**src/rtl/fwd_hazard_ctrl_pkg.sv**
```systemverilog
// rtl/fwd_hazard_ctrl_pkg.sv - shared encodings, stage entry type and match helper
package fwd_hazard_ctrl_pkg;

  localparam int STAGE_AW = 5;

  localparam logic [1:0] SEL_BANK = 2'b00;
  localparam logic [1:0] SEL_EX   = 2'b01;
  localparam logic [1:0] SEL_DM   = 2'b10;
  localparam logic [1:0] SEL_WB   = 2'b11;

  typedef struct packed {
    logic                v;
    logic                we;
    logic                ld;
    logic [STAGE_AW-1:0] rw;
  } stage_t;

  // R0 is hardwired zero, so a write to it is never a forwarding source.
  function automatic logic live_match(stage_t s, logic [STAGE_AW-1:0] r);
    return s.v & s.we & (s.rw == r) & (r != '0);
  endfunction

endpackage

```
**src/rtl/fwd_hazard_ctrl_if.sv**
```systemverilog
// rtl/fwd_hazard_ctrl_if.sv - decode-side bundle between decoder and hazard controller
interface fwd_hazard_ctrl_if #(
  parameter int REG_AW = 5,
  parameter int CNT_W  = 16
);
  logic              id_valid;
  logic [REG_AW-1:0] RA;
  logic [REG_AW-1:0] RB;
  logic [REG_AW-1:0] RW;
  logic              rw_en;
  logic              is_load;
  logic              use_imm;
  logic              flush;
  logic [1:0]        mux_sel_A;
  logic [1:0]        mux_sel_B;
  logic              imm_sel;
  logic              stall;
  logic [REG_AW-1:0] RW_ex;
  logic [REG_AW-1:0] RW_dm;
  logic [REG_AW-1:0] RW_wb;
  logic              we_dm;
  logic [CNT_W-1:0]  stall_cnt;

  modport master (
    output id_valid, RA, RB, RW, rw_en, is_load, use_imm, flush,
    input  mux_sel_A, mux_sel_B, imm_sel, stall, RW_ex, RW_dm, RW_wb, we_dm, stall_cnt
  );

  modport slave (
    input  id_valid, RA, RB, RW, rw_en, is_load, use_imm, flush,
    output mux_sel_A, mux_sel_B, imm_sel, stall, RW_ex, RW_dm, RW_wb, we_dm, stall_cnt
  );
endinterface

```
**src/rtl/fwd_hazard_ctrl_fwd_sel.sv**
```systemverilog
// rtl/fwd_hazard_ctrl_fwd_sel.sv - priority operand-source select, youngest producer wins
module fwd_sel
  import fwd_hazard_ctrl_pkg::*;
(
  input  logic [STAGE_AW-1:0] src,
  input  logic                en,
  input  stage_t              ex,
  input  stage_t              dm,
  input  stage_t              wb,
  output logic [1:0]          sel
);

  always_comb begin
    sel = SEL_BANK;
    if (en) begin
      if (live_match(ex, src))      sel = SEL_EX;
      else if (live_match(dm, src)) sel = SEL_DM;
      else if (live_match(wb, src)) sel = SEL_WB;
    end
  end

endmodule

```
**src/rtl/fwd_hazard_ctrl.sv**
```systemverilog
// rtl/fwd_hazard_ctrl.sv - decode-stage forwarding and load-use hazard controller
module fwd_hazard_ctrl
  import fwd_hazard_ctrl_pkg::*;
#(
  parameter int REG_AW = STAGE_AW,
  parameter int CNT_W  = 16
) (
  input logic              clk,
  input logic              rst,
  fwd_hazard_ctrl_if.slave bus
);

  stage_t           ex_q, dm_q, wb_q, ex_d;
  logic             ld_hit;
  logic             stall;
  logic [CNT_W-1:0] cnt_q;

  fwd_sel u_sel_a (
    .src (bus.RA),
    .en  (1'b1),
    .ex  (ex_q),
    .dm  (dm_q),
    .wb  (wb_q),
    .sel (bus.mux_sel_A)
  );

  fwd_sel u_sel_b (
    .src (bus.RB),
    .en  (~bus.use_imm),
    .ex  (ex_q),
    .dm  (dm_q),
    .wb  (wb_q),
    .sel (bus.mux_sel_B)
  );

  // A load in EX has no result yet; only DM onward can forward it.
  assign ld_hit = ex_q.ld & (live_match(ex_q, bus.RA) |
                             (live_match(ex_q, bus.RB) & ~bus.use_imm));
  assign stall  = bus.id_valid & ~bus.flush & ld_hit;

  always_comb begin
    ex_d = '0;
    if (bus.id_valid & ~bus.flush & ~stall) begin
      ex_d.v  = 1'b1;
      ex_d.we = bus.rw_en;
      ex_d.ld = bus.is_load;
      ex_d.rw = bus.RW;
    end
  end

  always_ff @(posedge clk) begin
    if (rst) begin
      ex_q  <= '0;
      dm_q  <= '0;
      wb_q  <= '0;
      cnt_q <= '0;
    end else begin
      ex_q <= ex_d;
      dm_q <= ex_q;
      wb_q <= dm_q;
      if (stall && (cnt_q != {CNT_W{1'b1}})) cnt_q <= cnt_q + 1'b1;
    end
  end

  assign bus.imm_sel   = bus.use_imm;
  assign bus.stall     = stall;
  assign bus.RW_ex     = ex_q.rw;
  assign bus.RW_dm     = dm_q.v ? dm_q.rw : '0;
  assign bus.RW_wb     = wb_q.rw;
  assign bus.we_dm     = dm_q.v & dm_q.we;
  assign bus.stall_cnt = cnt_q;

endmodule

```
**src/flat_wrapper.sv**
```systemverilog
// flat-port wrapper written by rule: the top's interface ports become plain ports
module fwd_hazard_ctrl_flat import fwd_hazard_ctrl_pkg::*;
#(
  parameter int REG_AW = STAGE_AW,
  parameter int CNT_W  = 16
)
  (clk, rst, bus_id_valid, bus_RA, bus_RB, bus_RW, bus_rw_en, bus_is_load, bus_use_imm, bus_flush, bus_mux_sel_A, bus_mux_sel_B, bus_imm_sel, bus_stall, bus_RW_ex, bus_RW_dm, bus_RW_wb, bus_we_dm, bus_stall_cnt);
  fwd_hazard_ctrl_if #(.REG_AW(REG_AW), .CNT_W(CNT_W)) bus_i ();
  input logic clk;
  input logic rst;
  input wire logic [$bits(bus_i.id_valid)-1:0] bus_id_valid;
  input wire logic [$bits(bus_i.RA)-1:0] bus_RA;
  input wire logic [$bits(bus_i.RB)-1:0] bus_RB;
  input wire logic [$bits(bus_i.RW)-1:0] bus_RW;
  input wire logic [$bits(bus_i.rw_en)-1:0] bus_rw_en;
  input wire logic [$bits(bus_i.is_load)-1:0] bus_is_load;
  input wire logic [$bits(bus_i.use_imm)-1:0] bus_use_imm;
  input wire logic [$bits(bus_i.flush)-1:0] bus_flush;
  output wire logic [$bits(bus_i.mux_sel_A)-1:0] bus_mux_sel_A;
  output wire logic [$bits(bus_i.mux_sel_B)-1:0] bus_mux_sel_B;
  output wire logic [$bits(bus_i.imm_sel)-1:0] bus_imm_sel;
  output wire logic [$bits(bus_i.stall)-1:0] bus_stall;
  output wire logic [$bits(bus_i.RW_ex)-1:0] bus_RW_ex;
  output wire logic [$bits(bus_i.RW_dm)-1:0] bus_RW_dm;
  output wire logic [$bits(bus_i.RW_wb)-1:0] bus_RW_wb;
  output wire logic [$bits(bus_i.we_dm)-1:0] bus_we_dm;
  output wire logic [$bits(bus_i.stall_cnt)-1:0] bus_stall_cnt;
  assign bus_i.id_valid = bus_id_valid;
  assign bus_i.RA = bus_RA;
  assign bus_i.RB = bus_RB;
  assign bus_i.RW = bus_RW;
  assign bus_i.rw_en = bus_rw_en;
  assign bus_i.is_load = bus_is_load;
  assign bus_i.use_imm = bus_use_imm;
  assign bus_i.flush = bus_flush;
  assign bus_mux_sel_A = bus_i.mux_sel_A;
  assign bus_mux_sel_B = bus_i.mux_sel_B;
  assign bus_imm_sel = bus_i.imm_sel;
  assign bus_stall = bus_i.stall;
  assign bus_RW_ex = bus_i.RW_ex;
  assign bus_RW_dm = bus_i.RW_dm;
  assign bus_RW_wb = bus_i.RW_wb;
  assign bus_we_dm = bus_i.we_dm;
  assign bus_stall_cnt = bus_i.stall_cnt;
  fwd_hazard_ctrl #(.REG_AW(REG_AW), .CNT_W(CNT_W)) u_core (.clk(clk), .rst(rst), .bus(bus_i));
endmodule
```
**config.mk**
```make
export PLATFORM = sky130hd
export DESIGN_NAME = fwd_hazard_ctrl_flat
export DESIGN_NICKNAME = d
export VERILOG_FILES = /design/src/rtl/fwd_hazard_ctrl_pkg.sv /design/src/rtl/fwd_hazard_ctrl_if.sv /design/src/rtl/fwd_hazard_ctrl_fwd_sel.sv /design/src/rtl/fwd_hazard_ctrl.sv /design/src/flat_wrapper.sv
export SDC_FILE = /design/constraint.sdc
export NUM_CORES = 1
export LEC_CHECK = 0
export ABC_AREA = 1
export CAP_MARGIN = 20
export CORE_AREA = 2 2 80 82
export DETAILED_ROUTE_END_ITERATION = 7
export DIE_AREA = 0 0 82 84
export PLACE_DENSITY_LB_ADDON = 0.1
export SETUP_SLACK_MARGIN = 0.05
export SLEW_MARGIN = 40
export SYNTH_ARGS = -nofsm -noshare
export SYNTH_HDL_FRONTEND = slang
export SYNTH_HIERARCHICAL = 1
export SYNTH_SLANG_ARGS = --single-unit
```
**constraint.sdc**
```tcl
create_clock -name clk -period 1.6 [get_ports clk]
set_clock_uncertainty 0.05 [all_clocks]
set_input_delay 0.32 -clock clk [delete_from_list [all_inputs] [get_ports clk]]
set_output_delay 0.32 -clock clk [all_outputs]
set_load 0.005 [all_outputs]
```
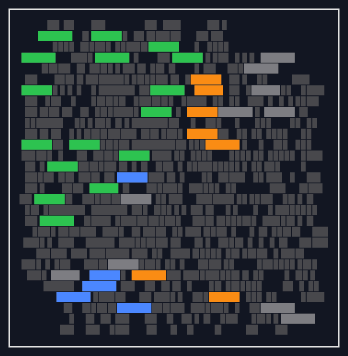
Fig. 1. Sequential cells grouped by signal name (run 1).
Scale: 4 px per um. Other sequential cells in the stronger gray, the rest of the logic in the fainter gray.
| color | netlist name | flops |
|---|---|---|
| blue | u_core/bus.RW_ex | 5 |
| green | u_core/bus.stall_cnt | 16 |
| orange | u_core/dm_q | 7 |
not colored: 10

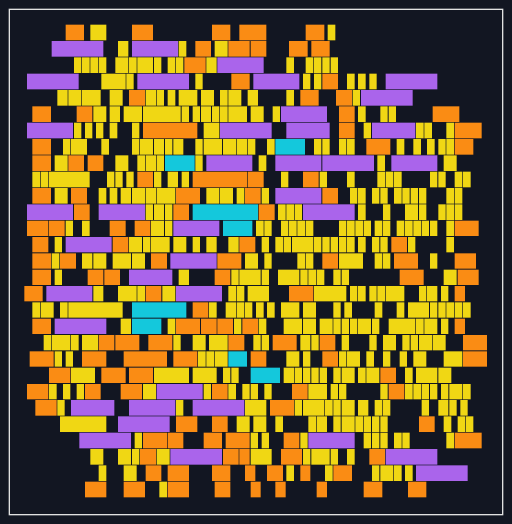
Fig. 2. Placement by cell class (run 1).
Scale: 6 px per um.
| color | class | cells | share of their area |
|---|---|---|---|
| cyan | clock drivers and dummy loads | 8 | 3.2% |
| orange | other buffers and delay cells | 130 | 28% |
| purple | flops | 38 | 20% |
| yellow | combinational and other logic | 403 | 48% |

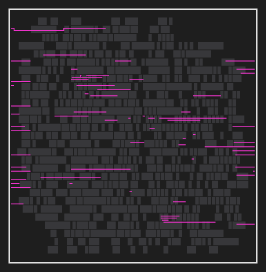
Fig. 3. M3 wires (run 1).
Scale: 3 px per um. Cells faint in the background.
main direction: horizontal
share of all routed wire: 5.1%
nets with wire on the layer: 51
wire length on this layer: 418 um
longest straight run: 22.1 um

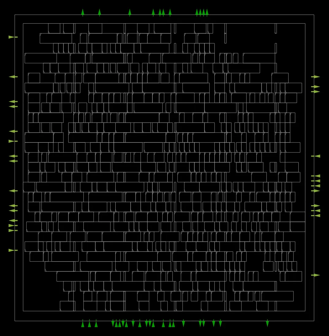
Fig. 4. Placement view (run 1).
Post-Route Utilization: 69.09%
area of the core region: 6096 sq um

==> flow report, run 1 <==
OUTCOME
------------------------------------------------------------------------------------
Status                                                                  finished, violations left
Violated checks                                                         setup timing

SETUP PATH
------------------------------------------------------------------------------------
Register-to-Register Setup Slack                                             -270 ps
Kind of critical path                                                        reg2out
Worst Path Arrival                                                           1520 ps
Critical path required time                                                  1230 ps
End of the critical path                                                   bus_stall

CLOCK NETWORK
------------------------------------------------------------------------------------
Clock transition at the registers of the reported paths                        80 ps
CTS HTree Levels                                                                   2
Maximum root-to-sink buffer count                                                  2
Clock buffers created by TritonCTS                                                 5
Number of buffers added to fix hold violations after cts                           0
Clk sinks                                                                         38

STA
------------------------------------------------------------------------------------
Number of failing setup endpoints in the final timing report                      29
Post-layout worst setup margin                                             -286.0 ps
Shortest clock period the worst path allows after layout                     1886 ps
Fin crit share                                                                117.9%

YOSYS
------------------------------------------------------------------------------------
Synthesized area per cell                                                5.779 sq um

DETAILED ROUTING
------------------------------------------------------------------------------------
Remaining antenna violation count after routing                                    0
DR WL/cell                                                                  12.51 um
Drt first-iter violations                                                        141

FLOORPLANNING
------------------------------------------------------------------------------------
Vertical die dimension                                                         84 um
Die footprint                                                             6888 sq um

POWER
------------------------------------------------------------------------------------
Internal cell power                                                          1645 uW
Part of the total power dissipated in sequential elements                      43.0%
Power density over the cells                                            522.5 nW/um^2
Leakage power                                                            0.002124 uW
Switching fraction of total power                                             25.25%

PLACEMENT
------------------------------------------------------------------------------------
Weighted congestion at the end of routability-driven global placement         0.9185

GLOBAL ROUTING
------------------------------------------------------------------------------------
Global-route wire length before repair                                      12780 um
All-Layer GR Usage                                                            23.31%

## run 1: per-layer routing
layer | part of all wire (%) | track usage (%)
met4 | 2.0 | 5.909
met5 | 0 | 0
met2 | 51 | 40.58
met1 | 42 | 29.18
met3 | 5.1 | 4.004
## run 1: worst min-delay path by stage
stage | start | end | slack, ps | cells after the start
after floorplan | u_core/ex_q[7] | u_core/dm_q[7] | 380 | 2
after global placement | u_core/dm_q[0] | u_core/bus.RW_wb[0] | 430 | 2
after detailed placement | u_core/dm_q[0] | u_core/bus.RW_wb[0] | 430 | 2
after CTS | u_core/dm_q[0] | u_core/bus.RW_wb[0] | 440 | 2
after global routing | u_core/dm_q[0] | u_core/bus.RW_wb[0] | 430 | 2
final | u_core/dm_q[0] | u_core/bus.RW_wb[0] | 410 | 2
## run 1: worst max-delay path, stage by stage (launching register included)
cell	delay (ps)
sky130_fd_sc_hd__dfxtp_4	390
sky130_fd_sc_hd__inv_2	40
sky130_fd_sc_hd__nand2_1	50
sky130_fd_sc_hd__nand2_1	80
sky130_fd_sc_hd__nor3_2	180
sky130_fd_sc_hd__nand3_2	130
sky130_fd_sc_hd__nand2_2	100
sky130_fd_sc_hd__and3_4	180
sky130_fd_sc_hd__buf_6	90
## run 1: sequential cells by signal, indices dropped and copies added, names as in the netlist
register              cells
u_core/bus.stall_cnt     16
u_core/dm_q               7
u_core/bus.RW_ex          5
u_core/bus.RW_wb          5
u_core/ex_q               3
u_core/wb_q               2
## run 1: per-stage QoR
stage               cells  hold slack, ps  instance area (sq um)  setup slack, ps  utilization (%)
floorplan             460           379.8                   2684            51.13                -
detailed placement    631           431.0                   3659           -935.2            60.02
CTS                   649           435.6                   3966           -265.5            65.07
global route          656           431.0                   4212           -392.1            69.09
finish                656           408.1                   4212           -286.0            69.09
global placement      631           432.0                   3659           -946.1            60.02
## run 1: area by class of cell
| class | instances | area, sq um |
|---|---|---|
| tap | 77 | 96.34 |
| inverter | 92 | 345.3 |
| timing repair buffer | 130 | 1169 |
| clock inverter | 2 | 38.79 |
| sequential | 38 | 840.8 |
| multi-input combinational | 311 | 1628 |
| fill | 542 | 1884 |
| clock buffer | 6 | 93.84 |
## run 1: layout by cell type (no fill, tap or decap), drive strengths merged
master,instances
a21oi,15
and3,1
buf,80
bufinv,1
clkbuf,10
clkdlybuf4s15,7
clkdlybuf4s50,14
clkinv,1
conb,2
dfxtp,38
dlygate4sd2,21
dlymetal6s2s,4
ha,1
inv,92
nand2,142
nand3,21
nand3b,1
nand4,14
nor2,86
nor3,4
nor3b,1
o21ai,3
o21bai,4
o22ai,2
o2bb2ai,2
xnor2,3
xor2,9
## run 1: power by group through the flow
stage / logic (uW) / registers (uW) / clock network (uW)
final: 321 / 947 / 933
after global routing: 353 / 950 / 992
after floorplan: 136 / 988 / 0
after CTS: 295 / 951 / 954
after detailed placement: 284 / 988 / 0
after global placement: 282 / 988 / 0
## run 1: what timing repair did
item                                    4_1_cts  5_1_grt
setup buffers                                58        5
pin swaps                                    38       26
gates cloned                                  1        2
gates resized                               150       60
endpoints found under the setup margin       60       38
## Run 2: what changed since run 1
--- a/config.mk
+++ b/config.mk
@@ -7,12 +7,11 @@
 export LEC_CHECK = 0
 export ABC_AREA = 1
 export CAP_MARGIN = 20
-export CORE_AREA = 2 2 80 82
+export CORE_AREA = 2 2 68 96
 export DETAILED_ROUTE_END_ITERATION = 7
-export DIE_AREA = 0 0 82 84
+export DIE_AREA = 0 0 70 98
 export PLACE_DENSITY_LB_ADDON = 0.1
 export SETUP_SLACK_MARGIN = 0.05
-export SLEW_MARGIN = 40
 export SYNTH_ARGS = -nofsm -noshare
 export SYNTH_HDL_FRONTEND = slang
 export SYNTH_HIERARCHICAL = 1
==> run 2 against run 1 <==
Compared with the run above:
- the flow still finishes with violations (setup timing)
- die size is 0.41% lower
- power is 0.27% higher
- combinational power hardly changed
- via count is 4.5% higher
- flip-flop count stayed put
- clock-buffer cell count stayed put
- final area is 1.5% higher
- critical path depth is 1 higher
- sequential share of layout area is 0.53 points lower
- critical endpoint unchanged
==> flow report, run 2 <==
OUTCOME
--------------------------------------------------------------------------------------
Status                                                                    finished, violations left
Violated checks                                                           setup timing

FINISH
--------------------------------------------------------------------------------------
Flip-flop count of the largest register, all copies and words added                 16
Fin cells                                                                          659
Finished Cell Area                                                          4274 sq um
Most numerous logic cells after layout                                    125 x sky130_fd_sc_hd__nand2_1, 68 x sky130_fd_sc_hd__inv_1, 66 x sky130_fd_sc_hd__nor2_1
Most common cell after layout, fill and taps aside                        sky130_fd_sc_hd__nand2_1

STA
--------------------------------------------------------------------------------------
Fin crit share                                                                  120.7%
Post-layout worst setup margin                                               -331.9 ps
Number of failing setup endpoints in the final timing report                        34
Shortest clock period the worst path allows after layout                       1932 ps

DETAILED ROUTING
--------------------------------------------------------------------------------------
DR WL/cell                                                                    13.64 um
Remaining antenna violation count after routing                                      0
Drt first-iter violations                                                          131

GLOBAL ROUTING
--------------------------------------------------------------------------------------
Total congestion overflow                                                            0
All-Layer GR Usage                                                              25.99%

CLOCK NETWORK
--------------------------------------------------------------------------------------
Clk sinks                                                                           38
Maximum root-to-sink buffer count                                                    2
Number of buffers added to fix hold violations after cts                             0
CTS HTree Levels                                                                     2

SETUP PATH
--------------------------------------------------------------------------------------
Critical path required time                                                    1230 ps
Kind of critical path                                                          reg2out
Cell-by-cell listing of the critical path                                 buf_6 > inv_4 > nand2_2 > o21ai_2 > nor2_1 > nand3_2 > nand2_2 > and3_4 > buf_6
CP max stage delay                                                              360 ps
Worst Path Arrival                                                             1560 ps
Library cell contributing the largest single delay on the critical path   sky130_fd_sc_hd__dfxtp_2

FLOORPLANNING
--------------------------------------------------------------------------------------
Io pins                                                                             60
Vertical die dimension                                                           98 um
Die footprint                                                               6860 sq um

PLACEMENT
--------------------------------------------------------------------------------------
Weighted congestion at the end of routability-driven global placement           0.9962
Setup slack after placement                                                   -1024 ps
Post-detailed-placement cell area                                           3682 sq um
Number of cells in the design after placement                                      630

YOSYS
--------------------------------------------------------------------------------------
Synthesized area per cell                                                  5.779 sq um

POWER
--------------------------------------------------------------------------------------
Power density over the cells                                              516.2 nW/um^2
Leakage power                                                              0.002268 uW

HOLD PATH
--------------------------------------------------------------------------------------
Path type of the worst min-delay path                                          reg2reg

-- run 2: where the power goes --
group,internal [uW],switching (uW)
Clock,562,373
Sequential,937,13.2
Combinational,143,178
Total,1640,565
-- run 2: metal layers --
metal / share of wire [%] / GRT usage, % / wire length, um
met5: 0 / 0 / 0
met3: 4.2 / 3.302 / 375
met4: 6.8 / 15.09 / 612
met2: 52 / 49.67 / 4672
met1: 37 / 26.33 / 3330
-- run 2: metrics by stage --
stage | utilization [%] | total power, uW | hold slack (ps)
after floorplan | - | 1124 | 379.8
after global placement | 60.96 | 1275 | 426.4
after detailed placement | 60.96 | 1277 | 450.7
after CTS | 67.42 | 2202 | 443.1
after global routing | 70.75 | 2307 | 471.9
final | 70.75 | 2206 | 445.4
-- run 2: layout make-up --
| cell class | count | area (sq um) | area share [%] |
|---|---|---|---|
| Tap cell | 72 | 90.09 | 2.108 |
| Clock inverter | 2 | 38.79 | 0.9075 |
| Clock buffer | 6 | 93.84 | 2.196 |
| Timing Repair Buffer | 138 | 1245 | 29.13 |
| Multi-Input combinational cell | 311 | 1628 | 38.09 |
| Sequential cell | 38 | 830.8 | 19.44 |
| Inverter | 92 | 347.8 | 8.138 |
-- run 2: final timing paths --
check / startpoint / to / slack [ps] / cells after the start
max reg2reg: u_core/bus.RW_ex[2] / u_core/bus.stall_cnt[4] / -260 / 13
min: u_core/bus.stall_cnt[15] / u_core/bus.stall_cnt[15] / 450 / 2
min reg2reg: u_core/bus.stall_cnt[15] / u_core/bus.stall_cnt[15] / 450 / 2
max: u_core/bus.RW_ex[2] / bus_stall / -330 / 9
-- run 2: timing repair --
item	in CTS	in global routing
gates cloned	3	1
setup buffers	12	6
endpoints found under the setup margin	61	42
pin swaps	21	22
resized	167	68
-- run 2: worst max-delay path, delay by kind of cell, from the launching register on --
| family | cells | cell delay [ps] |
|---|---|---|
| buffers and inverters | 3 | 240 |
| AND-OR/OR-AND | 1 | 70 |
| AND/OR/NAND/NOR | 5 | 590 |
| flip-flops | 1 | 360 |
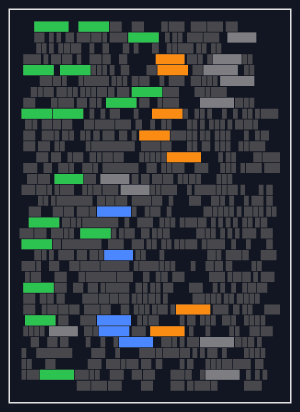
Fig. 5. Sequential cells grouped by signal name (run 2).
Scale: 4 px per um. Other sequential cells in the stronger gray, the rest of the logic in the fainter gray.
| color | netlist name | flops |
|---|---|---|
| orange | u_core/dm_q | 7 |
| blue | u_core/bus.RW_ex | 5 |
| green | u_core/bus.stall_cnt | 16 |
not colored: 10

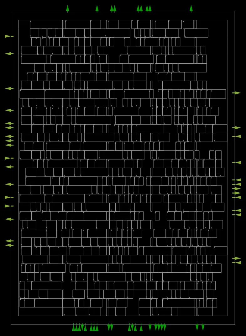
Fig. 6. Placement view (run 2).
area of the core region: 6041 sq um
number of tapcells: 72
total of fill cells in the finished design: 542
Post-Route Utilization: 70.75%

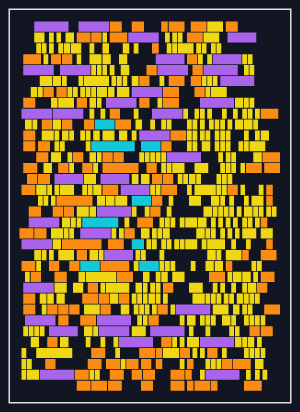
Fig. 7. Placement by cell class (run 2).
Scale: 4 px per um.
| color | class | cells | share of their area |
|---|---|---|---|
| purple | flops | 38 | 20% |
| cyan | clock drivers and dummy loads | 8 | 3.2% |
| orange | other buffers and delay cells | 138 | 30% |
| yellow | combinational and other logic | 403 | 47% |

Power figures rest on the tool's default switching activity, not on a simulated workload.
